`src/rtl/serial_subtractor_pkg.sv`:
```
// Shared constants and types for the bit-serial subtractor.
package serial_subtractor_pkg;

  // FSM state encodings
  localparam logic [1:0] STATE_IDLE  = 2'd0;
  localparam logic [1:0] STATE_SHIFT = 2'd1;
  localparam logic [1:0] STATE_DONE  = 2'd2;

  typedef enum logic [1:0] {
    StIdle  = STATE_IDLE,
    StShift = STATE_SHIFT,
    StDone  = STATE_DONE
  } state_e;

endpackage

```
`src/rtl/full_subtractor.sv`:
```
// One-bit full subtractor: d = a - b - bin, with borrow-out.
module full_subtractor (
  input  logic a,
  input  logic b,
  input  logic bin,
  output logic d,
  output logic bout
);

  // Per-bit difference and borrow equations
  always_comb begin
    d    = a ^ b ^ bin;
    bout = (~a & b) | (~(a ^ b) & bin);
  end

endmodule

```
`src/rtl/serial_subtractor.sv`:
```
// Bit-serial subtractor: computes A - B one bit per cycle, LSB first.
module serial_subtractor
  import serial_subtractor_pkg::*;
#(
  parameter int unsigned WIDTH = 8
) (
  input  logic             clk,
  input  logic             rst_n,
  input  logic             start,
  input  logic [WIDTH-1:0] A,
  input  logic [WIDTH-1:0] B,
  output logic             busy,
  output logic             done,
  output logic [WIDTH-1:0] Diff,
  output logic             Borrow
);

  // Counter must be able to hold WIDTH itself without wrapping
  localparam int unsigned CntW = $clog2(WIDTH + 1);

  state_e           state_q, state_d;
  logic [WIDTH-1:0] a_q, a_d;
  logic [WIDTH-1:0] b_q, b_d;
  logic [WIDTH-1:0] res_q, res_d;
  logic [WIDTH-1:0] diff_q, diff_d;
  logic             brw_q, brw_d;
  logic             borrow_q, borrow_d;
  logic [CntW-1:0]  cnt_q, cnt_d;

  logic             bit_d;
  logic             bit_bout;
  logic [WIDTH-1:0] res_next;

  full_subtractor u_full_subtractor (
    .a    (a_q[0]),
    .b    (b_q[0]),
    .bin  (brw_q),
    .d    (bit_d),
    .bout (bit_bout)
  );

  // New difference bit enters at the MSB so the LSB-first stream lands in place
  assign res_next = {bit_d, res_q[WIDTH-1:1]};

  // Next-state logic: operand capture, per-bit shift and result load
  always_comb begin
    state_d  = state_q;
    a_d      = a_q;
    b_d      = b_q;
    res_d    = res_q;
    diff_d   = diff_q;
    brw_d    = brw_q;
    borrow_d = borrow_q;
    cnt_d    = cnt_q;
    case (state_q)
      StIdle, StDone: begin
        if (start) begin
          a_d     = A;
          b_d     = B;
          res_d   = '0;
          brw_d   = 1'b0;
          cnt_d   = '0;
          state_d = StShift;
        end else begin
          state_d = StIdle;
        end
      end
      StShift: begin
        a_d   = a_q >> 1;
        b_d   = b_q >> 1;
        res_d = res_next;
        brw_d = bit_bout;
        cnt_d = cnt_q + CntW'(1);
        if (cnt_q == CntW'(WIDTH - 1)) begin
          diff_d   = res_next;
          borrow_d = bit_bout;
          state_d  = StDone;
        end
      end
      default: state_d = StIdle;
    endcase
  end

  // State registers with synchronous active-low reset
  always_ff @(posedge clk) begin
    if (!rst_n) begin
      state_q  <= StIdle;
      a_q      <= '0;
      b_q      <= '0;
      res_q    <= '0;
      diff_q   <= '0;
      brw_q    <= 1'b0;
      borrow_q <= 1'b0;
      cnt_q    <= '0;
    end else begin
      state_q  <= state_d;
      a_q      <= a_d;
      b_q      <= b_d;
      res_q    <= res_d;
      diff_q   <= diff_d;
      brw_q    <= brw_d;
      borrow_q <= borrow_d;
      cnt_q    <= cnt_d;
    end
  end

  assign busy   = (state_q == StShift);
  assign done   = (state_q == StDone);
  assign Diff   = diff_q;
  assign Borrow = borrow_q;

endmodule

```
`config.mk`:
```
export PLATFORM = sky130hd
export DESIGN_NAME = serial_subtractor
export DESIGN_NICKNAME = d
export VERILOG_FILES = /design/src/rtl/serial_subtractor_pkg.sv /design/src/rtl/full_subtractor.sv /design/src/rtl/serial_subtractor.sv
export SDC_FILE = /design/constraint.sdc
export NUM_CORES = 1
export LEC_CHECK = 0
export CORE_MARGIN = 2
export CORE_UTILIZATION = 50
export CTS_CLUSTER_DIAMETER = 200
export DETAILED_ROUTE_END_ITERATION = 10
export PLACE_DENSITY = 0.89
export RECOVER_POWER = 100
export SLEW_MARGIN = 30
export SYNTH_ARGS = -nofsm -noshare
export SYNTH_HDL_FRONTEND = slang
export SYNTH_SLANG_ARGS = --single-unit
```
`constraint.sdc`:
```
create_clock -name clk -period 1.6 [get_ports clk]
set_input_delay 0.24 -clock clk [delete_from_list [all_inputs] [get_ports clk]]
set_output_delay 0.24 -clock clk [all_outputs]
set_load 0.02 [all_outputs]
```
==> run_1/met1.png <==
Cells faint in the background.
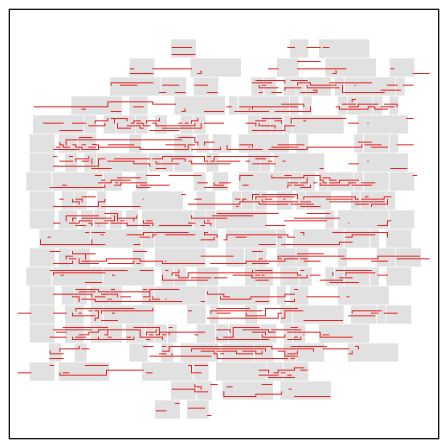
nets with wire on the layer	207
main direction	horizontal
wire length on this layer	1380 microns
share of all routed wire	44%
total via count after detailed routing: 1350
final wirelength: 3110 microns
GR met1 Demand/Resource: 0.233

==> run_1/met2.png <==
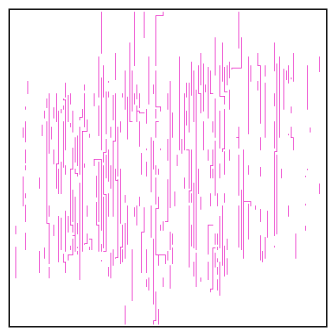
longest straight run	30.9 microns
nets with wire on the layer	182
main direction	vertical
global-route met2 utilization: 0.309

==> flow_summary.html, run 1 <==
<h2>Synthesis and place &amp; route</h2>
<table>
<tr><th>Metric</th><th>Value</th></tr>
<tr><th colspan="2">Logic synthesis</th></tr>
<tr><td>Yosys xor share</td><td>0</td></tr>
<tr><td>Most area-hungry cell type in the Yosys netlist</td><td>sky130_fd_sc_hd__dfxtp_1</td></tr>
<tr><td>Most instantiated flip-flop cell in the synthesis netlist</td><td>sky130_fd_sc_hd__dfxtp_1</td></tr>
<tr><td>Number of nets produced by synthesis</td><td>202</td></tr>
<tr><td>Synth warnings</td><td>0</td></tr>
<tr><td>Simple-Gate Area Share</td><td>0.203</td></tr>
<tr><td>Yosys-reported design area after synthesis</td><td>0.00164 sq mm</td></tr>
<tr><th colspan="2">Route</th></tr>
<tr><td>Length of the first detailed-routing pass in iterations</td><td>4</td></tr>
<tr><td>Initial drt markers</td><td>83</td></tr>
<tr><td>Number of vias per cell after detailed routing</td><td>5.29</td></tr>
<tr><th colspan="2">Timing</th></tr>
<tr><td>RSZ-0062 raised after global routing</td><td>no</td></tr>
<tr><td>Final Critical Period</td><td>1540 ps</td></tr>
<tr><th colspan="2">Setup path</th></tr>
<tr><td>CP required</td><td>1360 ps</td></tr>
<tr><td>Worst Path Max Fanout</td><td>2</td></tr>
<tr><th colspan="2">Placed design</th></tr>
<tr><td>DPL Wire Length</td><td>2090 microns</td></tr>
<tr><td>Placed cell count</td><td>247</td></tr>
<tr><td>Placer's final routability congestion estimate</td><td>0.763</td></tr>
<tr><th colspan="2">Finish</th></tr>
<tr><td>Fill cells</td><td>268</td></tr>
<tr><td>Tally of non-filler cells in the final layout</td><td>255</td></tr>
<tr><th colspan="2">Clock network</th></tr>
<tr><td>Count of clock tree sinks</td><td>39</td></tr>
<tr><td>CTS tree</td><td>built</td></tr>
<tr><td>H-tree levels</td><td>2</td></tr>
<tr><td>Latency at later pin</td><td>350 ps</td></tr>
<tr><th colspan="2">GRT</th></tr>
<tr><td>Overflow left after global routing</td><td>0</td></tr>
<tr><td>Total global-route track usage</td><td>0.190</td></tr>
<tr><th colspan="2">Outcome</th></tr>
<tr><td>Status</td><td>finished, final reports clean</td></tr>
<tr><th colspan="2">Floorplan</th></tr>
<tr><td>Chip area</td><td>0.00375 sq mm</td></tr>
</table>
==> run_1/met3.png <==
Cells faint in the background.
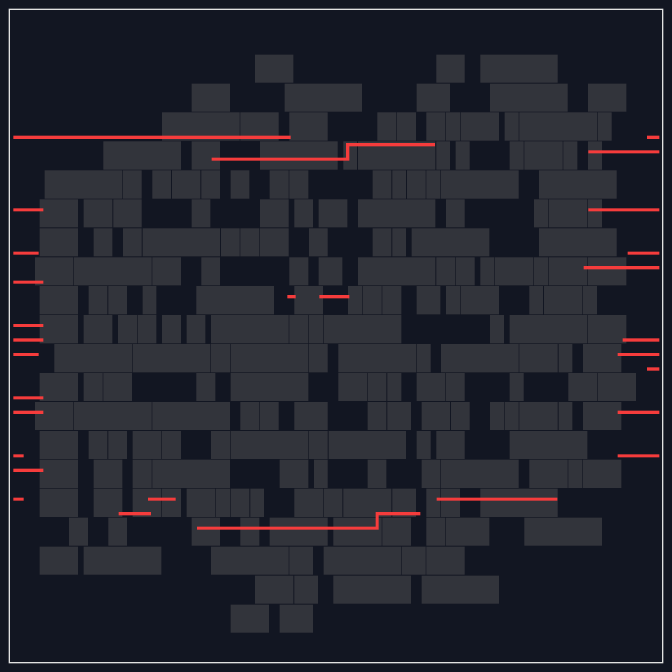
share of all routed wire	4.8%
longest straight run	25.8 microns
nets with wire on the layer	26
main direction	horizontal
wire length on this layer	150 microns
met3 Track Usage GR: 0.0567

-- run 1: flip-flops by register name (all words and copies together) (netlist names) --
| name | cells |
|---|---|
| Borrow | 1 |
| state_q | 2 |
| Diff | 8 |
| b_q | 8 |
| brw_q | 1 |
| res_q | 7 |
| cnt_q | 4 |
| a_q | 8 |
-- run 1: final timing paths --
| check | from | endpoint | slack [ps] | depth (start not counted) |
|---|---|---|---|---|
| hold / removal | B[7] | b_q[7] | 440 | 3 |
| hold reg to reg | Diff[1] | Diff[1] | 460 | 2 |
| setup / recovery | Diff[6] | Diff[6] | 60 | 1 |
| setup reg to reg | cnt_q[0] | Diff[6] | 160 | 4 |
-- run 1: metrics by stage --
stage	setup slack (ps)	hold WS, ps	instance area (sq um)
final	61.3	442	1970
after global routing	1.31	439	1970
after CTS	40.4	445	2000
after detailed placement	177	448	1950
after global placement	205	442	1950
after floorplan	401	376	1640
-- run 1: cell families (layout without fill, tap and decap cells) --
family	after synthesis	count (layout)
and+or+nand+nor	67	67
AOI/OAI and AO/OA	43	43
DFF	39	39
buffers and inverters	19	49
muxes	11	11
adders and majority gates	2	2
-- run 1: tightest hold or removal path: stages --
cell and delay [ps]:
sky130_fd_sc_hd__clkdlybuf4s50_1 400, sky130_fd_sc_hd__nand2_1 60, sky130_fd_sc_hd__a21oi_1 50
-- run 1: area by class of cell --
type / count / area (sq um) / area share
clock inverter: 1 / 5.00 / 0.00254
timing repair buffer: 37 / 343 / 0.174
inverter: 4 / 15.0 / 0.00761
tap: 44 / 55.1 / 0.0279
clock buffer: 7 / 45.0 / 0.0228
sequential: 39 / 781 / 0.396
multi-input combinational: 123 / 729 / 0.370
-- run 1: power groups by stage --
stage | clock, mW | combinational, mW | sequential (mW)
floorplan | 0 | 0.163 | 1.04
global placement | 0 | 0.232 | 1.05
detailed placement | 0 | 0.235 | 1.05
CTS | 0.491 | 0.234 | 1.03
global route | 0.540 | 0.254 | 1.03
finish | 0.476 | 0.229 | 1.03
-- run 1: timing repair --
item	4_1_cts	5_1_grt
pin swaps	0	0
endpoints found under the setup margin	2	2
resized	2	2
-- run 1: layout by cell type, fill, tap and decap left out, types with 2 or more instances in the layout --
cell / instances
sky130_fd_sc_hd__a21oi_1: 28
sky130_fd_sc_hd__a22oi_1: 14
sky130_fd_sc_hd__buf_4: 5
sky130_fd_sc_hd__clkbuf_1: 4
sky130_fd_sc_hd__clkbuf_2: 2
sky130_fd_sc_hd__clkbuf_4: 5
sky130_fd_sc_hd__clkdlybuf4s50_1: 25
sky130_fd_sc_hd__dfxtp_1: 39
sky130_fd_sc_hd__dlygate4sd2_1: 2
sky130_fd_sc_hd__inv_1: 4
sky130_fd_sc_hd__mux2i_1: 10
sky130_fd_sc_hd__nand2_1: 27
sky130_fd_sc_hd__nand2b_1: 5
sky130_fd_sc_hd__nand3_1: 27
-- run 1: metal layers --
| metal | global-route usage | part of all wire | vias up |
|---|---|---|---|
| met3 | 0.0567 | 0.048 | 5 |
| met1 | 0.233 | 0.44 | 625 |
| met4 | 0.0839 | 0.016 | 0 |
| met2 | 0.309 | 0.49 | 34 |
| li1 | - | - | 686 |
| met5 | 0 | 0 | - |
--- run 2 (diff from run 1) ---
--- a/config.mk
+++ b/config.mk
@@ -11,6 +11,7 @@
 export DETAILED_ROUTE_END_ITERATION = 10
 export PLACE_DENSITY = 0.89
 export RECOVER_POWER = 100
+export REMOVE_ABC_BUFFERS = 1
 export SLEW_MARGIN = 30
 export SYNTH_ARGS = -nofsm -noshare
 export SYNTH_HDL_FRONTEND = slang
==> run_2/final_congestion.png <==
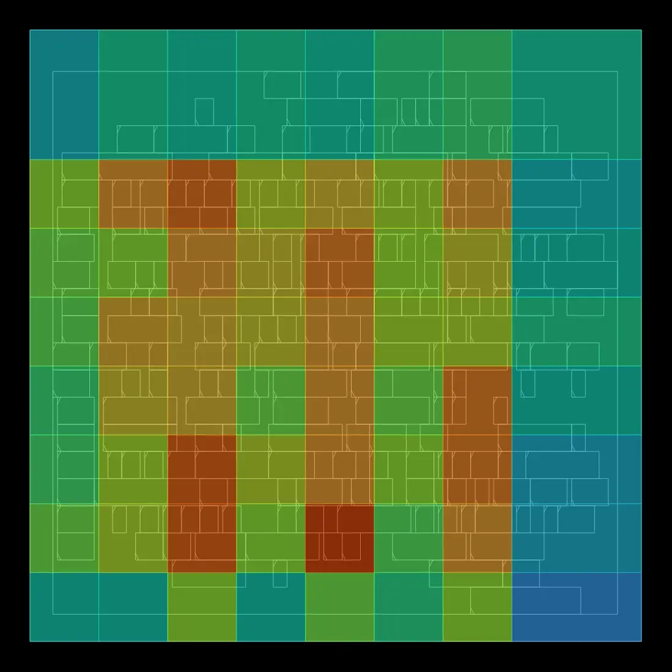
peak-usage layer in the global routing report: met2
GR met1 Demand/Resource: 0.259
total global-route track usage: 0.190

==> flow_summary.html, run 2 <==
<h2>Synthesis and place &amp; route</h2>
<table>
<tr><th>Metric</th><th>Value</th></tr>
<tr><th colspan="2">Outcome</th></tr>
<tr><td>Status</td><td>finished, final reports clean</td></tr>
<tr><th colspan="2">Finish</th></tr>
<tr><td>Leading cell type in the layout, fill and taps excluded</td><td>sky130_fd_sc_hd__dfxtp_1</td></tr>
<tr><td>Most frequent cells in the layout</td><td>sky130_fd_sc_hd__dfxtp_1 (39), sky130_fd_sc_hd__a21oi_1 (28), sky130_fd_sc_hd__nand3_1 (27), sky130_fd_sc_hd__nand2_1 (27), sky130_fd_sc_hd__clkdlybuf4s50_1 (25)</td></tr>
<tr><th colspan="2">Setup path</th></tr>
<tr><td>Worst flop-to-flop path endpoint</td><td>cnt_q[3]</td></tr>
<tr><td>R2R depth</td><td>5 (+1)</td></tr>
<tr><td>Register-to-register setup slack</td><td>150 ps (about the same)</td></tr>
<tr><td>Worst Path Max Fanout</td><td>2 (unchanged)</td></tr>
<tr><td>CP required</td><td>1360 ps (about the same)</td></tr>
<tr><td>Reg2reg start</td><td>state_q[1]</td></tr>
<tr><th colspan="2">Route</th></tr>
<tr><td>Number of vias per cell after detailed routing</td><td>5.35 (+1.1%)</td></tr>
<tr><td>Final wirelength</td><td>3080 microns (-1.1%)</td></tr>
<tr><td>Length of the first detailed-routing pass in iterations</td><td>4 (unchanged)</td></tr>
<tr><td>Initial drt markers</td><td>81 (-2.4%)</td></tr>
<tr><td>Total via count after detailed routing</td><td>1365 (+1.1%)</td></tr>
<tr><th colspan="2">Clock network</th></tr>
<tr><td>Count of clock tree sinks</td><td>39 (unchanged)</td></tr>
<tr><td>Setup Fix Bufs, Post-CTS</td><td>0</td></tr>
<tr><td>Latency at later pin</td><td>350 ps (about the same)</td></tr>
<tr><td>CTS tree</td><td>built</td></tr>
<tr><th colspan="2">GRT</th></tr>
<tr><td>Overflow left after global routing</td><td>0 (unchanged)</td></tr>
<tr><th colspan="2">Logic synthesis</th></tr>
<tr><td>Synth warnings</td><td>0 (unchanged)</td></tr>
<tr><td>Number of library cell types mapped by synthesis</td><td>26</td></tr>
<tr><td>Yosys-reported design area after synthesis</td><td>0.00164 sq mm (unchanged)</td></tr>
<tr><td>Most area-hungry cell type in the Yosys netlist</td><td>sky130_fd_sc_hd__dfxtp_1</td></tr>
<tr><th colspan="2">Worst hold path</th></tr>
<tr><td>Worst hold start</td><td>A[7]</td></tr>
<tr><td>Min-Delay Path Depth</td><td>3 (unchanged)</td></tr>
<tr><th colspan="2">Timing</th></tr>
<tr><td>RSZ-0062 raised after global routing</td><td>no</td></tr>
<tr><td>Final Critical Period</td><td>1550 ps (+10.5 ps)</td></tr>
<tr><th colspan="2">Floorplan</th></tr>
<tr><td>Die Ht</td><td>61.3 microns</td></tr>
<tr><td>Chip area</td><td>0.00375 sq mm (unchanged)</td></tr>
</table>
==> run_2/registers.png <==
Scale bar: 20 microns.
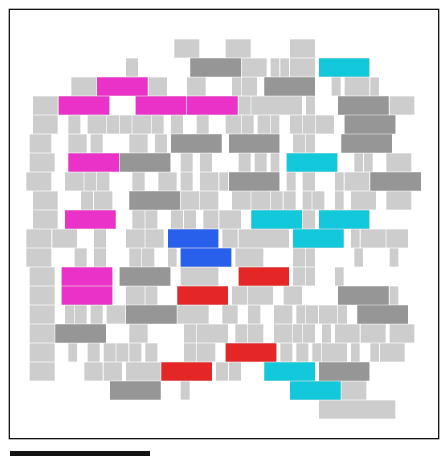
name in the netlist	color	placed flops
res_q	cyan	7
a_q	magenta	8
cnt_q	red	4
state_q	blue	2
seq pwr: 1.03 mW
sequential share of cell area: 0.388
final core occ: 0.654

-- run 2: cell counts after synthesis --
Identical to the previous run, type by type.
-- run 2: logic make-up (layout without fill, tap and decap cells) --
family          after synthesis  in the layout  share of synthesized area
simple gates                 67             67                      0.203
mux                          11             11                     0.0702
buf+inv                      19             49                     0.0740
fa+ha+maj                     2              2                     0.0198
flops                        39             39                      0.476
compound gates               43             43                      0.157
-- run 2: cell type report --
class / count / area, sq um
clock buffers: 6 / 51.3
repair buffers: 37 / 345
clock inverters: 2 / 35.0
well taps: 44 / 55.1
flip-flops and latches: 39 / 781
fillers: 283 / 1070
multi-input cells: 123 / 729
inverters: 4 / 15.0
-- run 2: worst max-delay path by stage --
stage                    end  depth (start not counted)
CTS                  Diff[3]                          1
global route         Diff[4]                          1
finish               Diff[4]                          1
global placement      a_q[6]                          5
detailed placement    a_q[6]                          5
floorplan           cnt_q[3]                          4
-- run 2: through the flow --
stage | setup WS (ps) | cells | area (sq um) | hold slack, ps | power, mW
after floorplan | 67.3 | 166 | 1530 | 376 | 1.16
after global placement | 164 | 247 | 1950 | 441 | 1.28
after detailed placement | 131 | 247 | 1950 | 449 | 1.28
after CTS | 29.2 | 255 | 2040 | 420 | 1.96
after global routing | 5.19 | 255 | 2010 | 422 | 2.03
final | 50.8 | 255 | 2010 | 428 | 1.95
-- run 2: what timing repair did --
item	CTS	global route
setup endpoints to repair	2	2
hold buffers	0	0
resized	2	2
cloned	0	0
hold endpoints to repair	0	0
-- run 2: layer usage --
layer  GRT usage  up-vias  routed length, microns
met4      0.0621        0                      44
met5           0        -                       0
met3      0.0714        6                     198
li1            -      688                       -
met1       0.259      628                    1430
met2       0.280       43                    1410
-- run 2: power by group --
part | internal [mW] | switching, mW
Sequential | 1.01 | 0.0200
Combinational | 0.107 | 0.126
Clock | 0.369 | 0.317
Total | 1.48 | 0.463
No activity file was given, so power comes from the tool's default toggle rates.
